**config.mk**
```make
export PLATFORM = sky130hd
export DESIGN_NAME = voice_allocator
export DESIGN_NICKNAME = d
export VERILOG_FILES = /design/src/rtl/voice_allocator.sv
export SDC_FILE = /design/constraint.sdc
export NUM_CORES = 1
export LEC_CHECK = 0
export CORE_AREA = 4 4 60 62
export DETAILED_ROUTE_END_ITERATION = 12
export DIE_AREA = 0 0 64 66
export GPL_ROUTABILITY_DRIVEN = 0
export PLACE_DENSITY = 0.85
export SYNTH_ARGS = -nofsm -noshare
export SYNTH_HDL_FRONTEND = slang
export SYNTH_SLANG_ARGS = --single-unit
```
**constraint.sdc**
```tcl
create_clock -name clk -period 2 [get_ports clk]
set_clock_uncertainty 0.15 [all_clocks]
set_input_delay 0.2 -clock clk [delete_from_list [all_inputs] [get_ports clk]]
set_output_delay 0.2 -clock clk [all_outputs]
set_load 0.01 [all_outputs]
```
**src/rtl/voice_allocator.sv**
```systemverilog
// Three-voice note allocator: accepts note requests, loads the lowest free note player one
// cycle later, and tracks busy flags and voice age. Define VOICE_STEAL_EN to steal the oldest voice when all are busy.
module voice_allocator #(
    parameter int NOTE_W = 6,
    parameter int DUR_W  = 6
) (
    input  logic              clk,
    input  logic              reset,
    input  logic              play,
    input  logic              flush,
    input  logic              req_valid,
    output logic              req_ready,
    input  logic [NOTE_W-1:0] req_note,
    input  logic [DUR_W-1:0]  req_duration,
    input  logic [2:0]        note_done,
    output logic [2:0]        load,
    output logic [NOTE_W-1:0] load_note,
    output logic [DUR_W-1:0]  load_duration,
    output logic [2:0]        voice_busy,
    output logic [7:0]        stall_count
);

`ifdef VOICE_STEAL_EN
    localparam bit STEAL = 1'b1;
`else
    localparam bit STEAL = 1'b0;
`endif

    typedef enum logic [1:0] {
        IDLE    = 2'd0,
        LOADING = 2'd1,
        FULL    = 2'd2
    } state_t;

    state_t            state, state_next;
    logic [1:0]        rank      [3];
    logic [1:0]        rank_next [3];
    logic [1:0]        old_rank;
    logic [2:0]        busy_next;
    logic [2:0]        sel_voice;
    logic [2:0]        pend_voice;
    logic [2:0]        protect;
    logic [NOTE_W-1:0] pend_note;
    logic [DUR_W-1:0]  pend_duration;
    logic              load_pending;
    logic              all_busy;
    logic              accept;
    logic              steal_accept;

    // The LOADING state is exactly the window between accept and the load pulse.
    assign load_pending  = (state == LOADING);
    assign all_busy      = &voice_busy;
    assign req_ready     = ~reset & play & ~flush & (~all_busy | STEAL) & ~load_pending;
    assign accept        = req_valid & req_ready;
    assign steal_accept  = accept & all_busy;
    assign load          = (load_pending & ~flush) ? pend_voice : 3'b000;
    assign load_note     = pend_note;
    assign load_duration = pend_duration;

    always_comb begin
        sel_voice = '0;
        if (!voice_busy[0]) begin
            sel_voice = 3'b001;
        end else if (!voice_busy[1]) begin
            sel_voice = 3'b010;
        end else if (!voice_busy[2]) begin
            sel_voice = 3'b100;
        end
`ifdef VOICE_STEAL_EN
        else begin
            for (int unsigned v = 0; v < 3; v++) begin
                if (rank[v] == 2'd2) begin
                    sel_voice[v] = 1'b1;
                end
            end
        end
`endif
    end

    // A stolen voice must not drop its busy flag on a same-cycle note_done.
    always_comb begin
        protect   = steal_accept ? sel_voice : 3'b000;
        busy_next = (voice_busy & ~(note_done & ~protect)) | load;
        if (flush) begin
            busy_next = '0;
        end
    end

    always_comb begin
        old_rank  = '0;
        rank_next = rank;
        for (int unsigned v = 0; v < 3; v++) begin
            if (load[v]) begin
                old_rank = rank[v];
            end
        end
        if (|load) begin
            for (int unsigned v = 0; v < 3; v++) begin
                if (load[v]) begin
                    rank_next[v] = 2'd0;
                end else if (rank[v] < old_rank) begin
                    rank_next[v] = rank[v] + 2'd1;
                end
            end
        end
    end

    always_comb begin
        state_next = state;
        case (state)
            IDLE: begin
                if (accept) begin
                    state_next = LOADING;
                end
            end
            LOADING: begin
                if (flush) begin
                    state_next = IDLE;
                end else if (&busy_next) begin
                    state_next = FULL;
                end else begin
                    state_next = IDLE;
                end
            end
            FULL: begin
                if (flush) begin
                    state_next = IDLE;
                end else if (accept) begin
                    state_next = LOADING;
                end else if (|note_done) begin
                    state_next = IDLE;
                end
            end
            default: state_next = IDLE;
        endcase
    end

    always_ff @(posedge clk or posedge reset) begin
        if (reset) begin
            state         <= IDLE;
            voice_busy    <= '0;
            pend_voice    <= '0;
            pend_note     <= '0;
            pend_duration <= '0;
            stall_count   <= '0;
            rank[0]       <= 2'd2;
            rank[1]       <= 2'd1;
            rank[2]       <= 2'd0;
        end else begin
            state      <= state_next;
            voice_busy <= busy_next;
            rank       <= rank_next;
            if (accept) begin
                pend_voice    <= sel_voice;
                pend_note     <= req_note;
                pend_duration <= req_duration;
            end
            if (req_valid && !req_ready && stall_count != 8'hFF) begin
                stall_count <= stall_count + 8'd1;
            end
        end
    end

endmodule
```
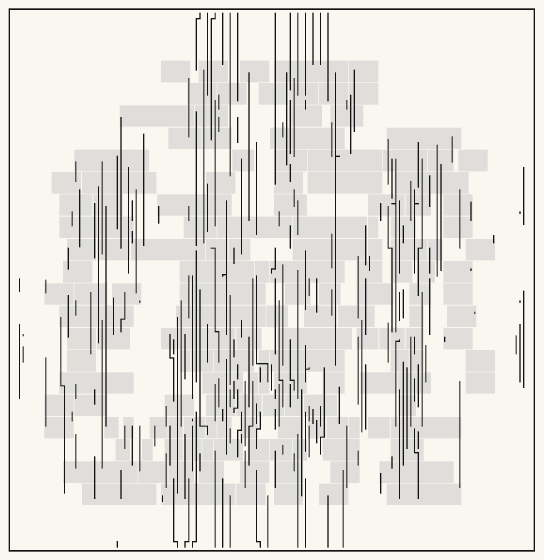
Fig. 1. The metal 2 layer.
nets with wire on the layer: 164
longest straight run: 35.7 um
main direction: vertical
Routed WL: 2.81 mm
vias: 976
met2 GRT Util: 27.9%

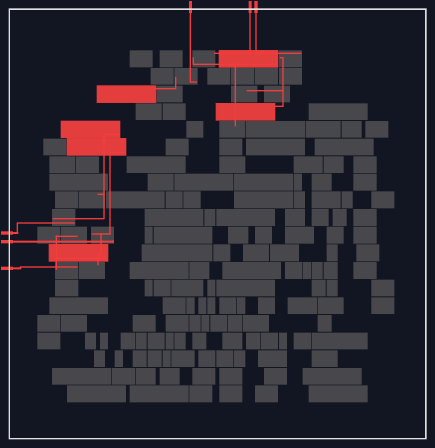
Fig. 2. Wires at chosen ports, followed through buffers.
| colour | port | bits | direction | end cells | buffers | wire |
|---|---|---|---|---|---|---|
| red | load_note | 6 | output | 6 | 6 | 179 um |
Ports: 47
PortBufs: 46

==> impl_metrics.py <==
# Metrics from the implementation run
metrics = {
    "floorplan": {
        "num_tap_cells": 44,
    },
    "detailed_routing": {
        "wl_met2_mm": 1.55,
        "top_layer": "met4",
        "route.met3.wl_um": 122,
        "first_pass_iters": 4,
    },
    "layout": {
        "seq_area_sq_um": 701,
        "n_antenna_cell": 0,
        "nets": 183,
        "area_growth_pct": 50.7,
    },
    "logic_synthesis": {
        "top_cell": "dfrtp_1",
    },
    "setup_path": {
        "path_cells": "buf_4 -> nor2b_2 -> nand2_1 -> nor2_1 -> dlygate4sd2_1",
        "path_delay_family": "flip-flops",
        "critPathMaxStageDelay_ps": 430,
        "endpoint": "load[2]",
    },
    "run": {
        "warning_count": 26,
        "cap_violations": 0,
    },
    "clock_tree": {
        "cts_tree": "built",
        "cts-resized-gates": 5,
        "cts.reportedPaths.clkPinSlew_ps": 140,
    },
    "final_timing": {
        "worst_pin_slew_ps": 345,
        "fmax_mhz": 555,
        "layout_worst_path_cycle_share_pct": 90.0,
    },
    "pwr": {
        "vdd_ir_drop_max_mv": 0.481,
        "p_comb_share_pct": 32.4,
        "seq_cell_power_uw": 801,
    },
    "grt": {
        "met1_usage_pct": 14.8,
    },
    "status": {
        "outcome": "completed",
    },
    "placed_design": {
        "hpwl_mm": 2.19,
    },
}
No activity file was given, so power comes from the tool's default toggle rates.
